===== config.mk =====
export PLATFORM = sky130hd
export DESIGN_NAME = prog_loader_flat
export DESIGN_NICKNAME = d
export VERILOG_FILES = /design/src/rtl/prog_loader_if.sv /design/src/rtl/prog_loader.sv /design/src/flat_wrapper.sv
export SDC_FILE = /design/constraint.sdc
export NUM_CORES = 1
export LEC_CHECK = 0
export CAP_MARGIN = 15
export CORE_MARGIN = 5
export CORE_UTILIZATION = 30
export CTS_CLUSTER_DIAMETER = 100
export DETAILED_ROUTE_END_ITERATION = 6
export GPL_TIMING_DRIVEN = 0
export PLACE_DENSITY = 0.45
export SYNTH_ARGS = -nofsm -noshare
export SYNTH_HDL_FRONTEND = slang
export SYNTH_SLANG_ARGS = --single-unit
export TNS_END_PERCENT = 50

===== constraint.sdc =====
create_clock -name clk -period 2 [get_ports clk]
set_clock_uncertainty 0.2 [all_clocks]
set_input_delay 0.3 -clock clk [delete_from_list [all_inputs] [get_ports clk]]
set_output_delay 0.3 -clock clk [all_outputs]
set_load 0.02 [all_outputs]

===== src/rtl/prog_loader_if.sv =====
// Host-side bundle for the program loader: load control, write strobe/data,
// combinational program read port and load status.
interface prog_loader_if #(
  parameter int INSTR_WIDTH = 5,
  parameter int DEPTH       = 16,
  parameter int ADDR_WIDTH  = $clog2(DEPTH)
);
  logic                   load_start;
  logic                   load_end;
  logic                   wr_strobe;
  logic [INSTR_WIDTH-1:0] instr_in;
  logic [ADDR_WIDTH-1:0]  rd_addr;
  logic [INSTR_WIDTH-1:0] rd_data;
  logic                   master_clear;
  logic                   load_active;
  logic [ADDR_WIDTH:0]    load_count;
  logic                   overflow_err;

  // Host / downstream core side.
  modport master (
    output load_start, load_end, wr_strobe, instr_in, rd_addr,
    input  rd_data, master_clear, load_active, load_count, overflow_err
  );

  // Loader side.
  modport slave (
    input  load_start, load_end, wr_strobe, instr_in, rd_addr,
    output rd_data, master_clear, load_active, load_count, overflow_err
  );
endinterface


===== src/rtl/prog_loader.sv =====
// Program-memory loader: captures instruction words, one per rising edge of a
// slow pad strobe, into a DEPTH-entry register file in address order, and
// raises master_clear once the program is complete (RAM full or host end).
module prog_loader #(
  parameter int INSTR_WIDTH = 5,
  parameter int DEPTH       = 16,
  parameter int ADDR_WIDTH  = $clog2(DEPTH)
) (
  input  logic           clk,
  input  logic           rst_n,
  prog_loader_if.slave   bus
);

  typedef enum logic [1:0] {
    IDLE    = 2'd0,
    LOADING = 2'd1,
    DONE    = 2'd2
  } state_t;

  state_t                 state_r;
  state_t                 state_next_s;

  logic                   sync1_r;
  logic                   sync2_r;
  logic                   prev_r;
  logic                   wp_s;

  logic [ADDR_WIDTH-1:0]  ptr_r;
  logic [ADDR_WIDTH:0]    count_r;
  logic                   master_clear_r;
  logic                   load_active_r;
  logic                   overflow_err_r;

  logic                   clr_s;
  logic                   wr_en_s;
  logic                   ovf_set_s;
  logic                   last_s;

  logic [INSTR_WIDTH-1:0] ram_r [DEPTH];

  // Two-flop synchroniser plus previous-sample flop for rising-edge detection.
  always_ff @(posedge clk or negedge rst_n) begin
    if (!rst_n) begin
      sync1_r <= 1'b0;
      sync2_r <= 1'b0;
      prev_r  <= 1'b0;
    end else begin
      sync1_r <= bus.wr_strobe;
      sync2_r <= sync1_r;
      prev_r  <= sync2_r;
    end
  end

  // A held-high strobe produces a single one-cycle write pulse.
  assign wp_s   = sync2_r & ~prev_r;
  assign last_s = (ptr_r == ADDR_WIDTH'(DEPTH - 1));

  // Next-state and control decode; load_start outranks wp, wp outranks load_end.
  always_comb begin
    state_next_s = state_r;
    clr_s        = 1'b0;
    wr_en_s      = 1'b0;
    ovf_set_s    = 1'b0;
    case (state_r)
      IDLE: begin
        if (bus.load_start) begin
          state_next_s = LOADING;
          clr_s        = 1'b1;
        end else begin
          state_next_s = IDLE;
        end
      end
      LOADING: begin
        if (bus.load_start) begin
          state_next_s = LOADING;
          clr_s        = 1'b1;
        end else if (wp_s) begin
          wr_en_s = 1'b1;
          if (last_s || bus.load_end) begin
            state_next_s = DONE;
          end else begin
            state_next_s = LOADING;
          end
        end else if (bus.load_end) begin
          state_next_s = DONE;
        end else begin
          state_next_s = LOADING;
        end
      end
      DONE: begin
        if (bus.load_start) begin
          state_next_s = LOADING;
          clr_s        = 1'b1;
        end else if (wp_s) begin
          state_next_s = DONE;
          ovf_set_s    = 1'b1;
        end else begin
          state_next_s = DONE;
        end
      end
      default: begin
        state_next_s = IDLE;
      end
    endcase
  end

  // State, pointer, count and registered status outputs.
  always_ff @(posedge clk or negedge rst_n) begin
    if (!rst_n) begin
      state_r        <= IDLE;
      ptr_r          <= {ADDR_WIDTH{1'b0}};
      count_r        <= {(ADDR_WIDTH+1){1'b0}};
      master_clear_r <= 1'b0;
      load_active_r  <= 1'b0;
      overflow_err_r <= 1'b0;
    end else begin
      state_r <= state_next_s;
      if (clr_s) begin
        ptr_r   <= {ADDR_WIDTH{1'b0}};
        count_r <= {(ADDR_WIDTH+1){1'b0}};
      end else if (wr_en_s) begin
        count_r <= count_r + (ADDR_WIDTH+1)'(1);
        // The pointer parks on the last word instead of wrapping.
        if (!last_s) begin
          ptr_r <= ptr_r + ADDR_WIDTH'(1);
        end
      end
      if (clr_s) begin
        overflow_err_r <= 1'b0;
      end else if (ovf_set_s) begin
        overflow_err_r <= 1'b1;
      end
      master_clear_r <= (state_next_s == DONE);
      load_active_r  <= (state_next_s == LOADING);
    end
  end

  // Program register file; reset clears every word.
  always_ff @(posedge clk or negedge rst_n) begin
    if (!rst_n) begin
      for (int i = 0; i < DEPTH; i++) begin
        ram_r[i] <= {INSTR_WIDTH{1'b0}};
      end
    end else if (wr_en_s) begin
      ram_r[ptr_r] <= bus.instr_in;
    end
  end

  // Combinational read; addresses past the last word read as zero.
  generate
    if (DEPTH == (2 ** ADDR_WIDTH)) begin : g_rd_pow2
      assign bus.rd_data = ram_r[bus.rd_addr];
    end else begin : g_rd_npow2
      assign bus.rd_data = ({1'b0, bus.rd_addr} < (ADDR_WIDTH+1)'(DEPTH)) ?
                           ram_r[bus.rd_addr] : {INSTR_WIDTH{1'b0}};
    end
  endgenerate

  assign bus.master_clear = master_clear_r;
  assign bus.load_active  = load_active_r;
  assign bus.load_count   = count_r;
  assign bus.overflow_err = overflow_err_r;

endmodule

===== src/flat_wrapper.sv =====
// flat-port wrapper written by rule: the top's interface ports become plain ports
module prog_loader_flat 
#(
  parameter int INSTR_WIDTH = 5,
  parameter int DEPTH       = 16,
  parameter int ADDR_WIDTH  = $clog2(DEPTH)
)
  (clk, rst_n, bus_load_start, bus_load_end, bus_wr_strobe, bus_instr_in, bus_rd_addr, bus_rd_data, bus_master_clear, bus_load_active, bus_load_count, bus_overflow_err);
  prog_loader_if #(.INSTR_WIDTH(INSTR_WIDTH), .DEPTH(DEPTH), .ADDR_WIDTH(ADDR_WIDTH)) bus_i ();
  input  logic clk;
  input  logic rst_n;
  input wire logic [$bits(bus_i.load_start)-1:0] bus_load_start;
  input wire logic [$bits(bus_i.load_end)-1:0] bus_load_end;
  input wire logic [$bits(bus_i.wr_strobe)-1:0] bus_wr_strobe;
  input wire logic [$bits(bus_i.instr_in)-1:0] bus_instr_in;
  input wire logic [$bits(bus_i.rd_addr)-1:0] bus_rd_addr;
  output wire logic [$bits(bus_i.rd_data)-1:0] bus_rd_data;
  output wire logic [$bits(bus_i.master_clear)-1:0] bus_master_clear;
  output wire logic [$bits(bus_i.load_active)-1:0] bus_load_active;
  output wire logic [$bits(bus_i.load_count)-1:0] bus_load_count;
  output wire logic [$bits(bus_i.overflow_err)-1:0] bus_overflow_err;
  assign bus_i.load_start = bus_load_start;
  assign bus_i.load_end = bus_load_end;
  assign bus_i.wr_strobe = bus_wr_strobe;
  assign bus_i.instr_in = bus_instr_in;
  assign bus_i.rd_addr = bus_rd_addr;
  assign bus_rd_data = bus_i.rd_data;
  assign bus_master_clear = bus_i.master_clear;
  assign bus_load_active = bus_i.load_active;
  assign bus_load_count = bus_i.load_count;
  assign bus_overflow_err = bus_i.overflow_err;
  prog_loader #(.INSTR_WIDTH(INSTR_WIDTH), .DEPTH(DEPTH), .ADDR_WIDTH(ADDR_WIDTH)) u_core (.clk(clk), .rst_n(rst_n), .bus(bus_i));
endmodule

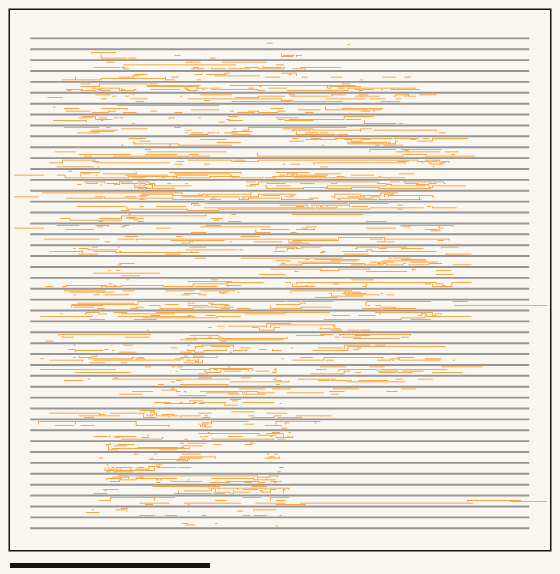
Fig. 1. The metal 1 layer.
Scale bar: 50 um. Supply wires on this layer in gray.
wire length on this layer: 5360 um
longest straight run: 50.1 um
main direction: horizontal
share of all routed wire: 49%
nets with wire on the layer: 352
Via Count: 2698
final routed wirelength across all metal layers: 11000 um
met1 Usage GRT: 17.9%

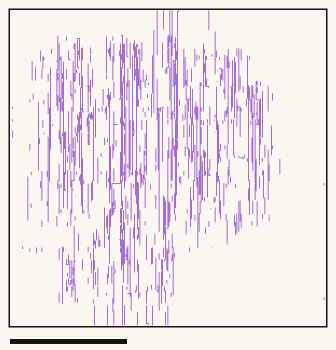
Fig. 2. Met2 routing.
Scale bar: 50 um.
main direction: vertical
share of all routed wire: 47%
nets with wire on the layer: 342
wire length on this layer: 5160 um
longest straight run: 68.0 um

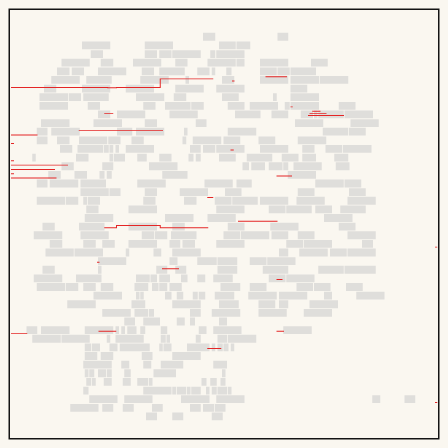
Fig. 3. Metal 3.
main direction: horizontal
longest straight run: 30.4 um
wire length on this layer: 253 um
nets with wire on the layer: 20
share of all routed wire: 2.3%

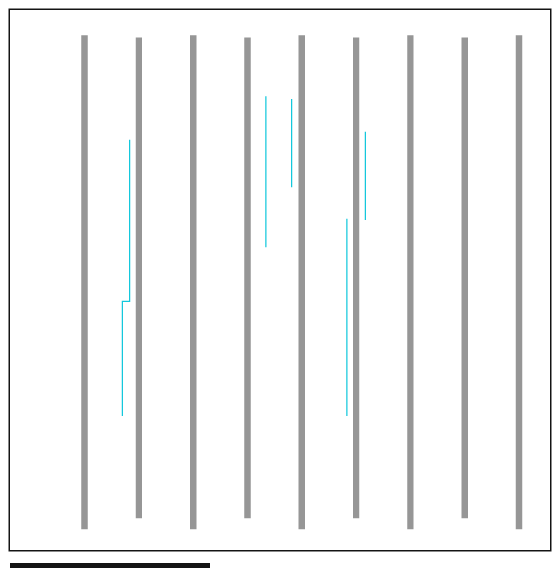
Fig. 4. Metal 4.
Scale bar: 50 um. Supply wires on this layer in gray.
nets with wire on the layer: 3
wire length on this layer: 200 um
main direction: vertical
share of all routed wire: 1.8%
longest straight run: 49.0 um

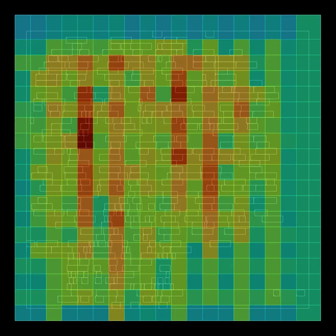
Fig. 5. Routing congestion.
global-route usage over all layers: 12.7%
met3 usage in global routing: 2.27%

==> impl_metrics.ini <==
; physical design summary
[outcome]
status = complete, but fails checks
violated_checks = negative setup slack

[final_layout]
finish.instance_area_mm2 = 0.00570
largest_register_ff_count = 80
final_cell_mix = sky130_fd_sc_hd__dfrtp_1, sky130_fd_sc_hd__mux2_2, sky130_fd_sc_hd__mux2_4
top_reg_by_flops = u_core.ram_r

[synthesis]
synth-seq-cells = 97
adder_cell_area_share_of_the_yosys_netlist_pct = 1.34
netlist_logic_family_top = multiplexers
instance_count_of_the_mapped_netlist = 308
top_cell_area_share_pct = 51.8
ys_sh_aoi_pct = 2.62
synth_area_per_cell_um2 = 15.2
ys_area_mm2 = 0.00468

[timing]
finalSetupViolCount = 5
summed_negative_setup_slack_over_all_endpoints_ps = -1120
final_min_period_over_clock_period_pct = 113
fin_ws_ps = -254
max_slew.worst_pin.slew_ps = 636
timing.final.hold_violations = 0
clock.fmax_ghz = 0.444

[power_and_ir_drop]
max-vdd-ir-drop_mv = 0.380
power.clock.total_mw = 1.64
top_power_group = sequential cells
net_sw_power_mw = 1.01
seq_cell_power_mw = 2.07

[clock_tree]
ctsHoldBuffers = 1
cts.reportedPaths.clkPinSlew_ps = 70
post_cts_resize_count = 44
clock_tree_from_tritoncts = built

[setup_path]
critical_path_arrival_ps = 1750
cp.depth = 4
cp.required_ps = 1500
worst_r2r_path_depth = 6
cp-endpoint = bus_rd_data[4]
type_of_the_worst_setup_path = register to output port

[die]
fp-utilization_pct = 30.7

[worst_hold_path]
worstHoldEndpoint = u_core.sync2_r
hold_path_depth = 0

[place]
place.port_buffers = 23
post-place-cells = 543
place_ws_ps = -828

[detailed_routing]
drtIter0Drc = 128
wl_met1_um = 5360

[grt]
grt_pass1_wl_um = 17200
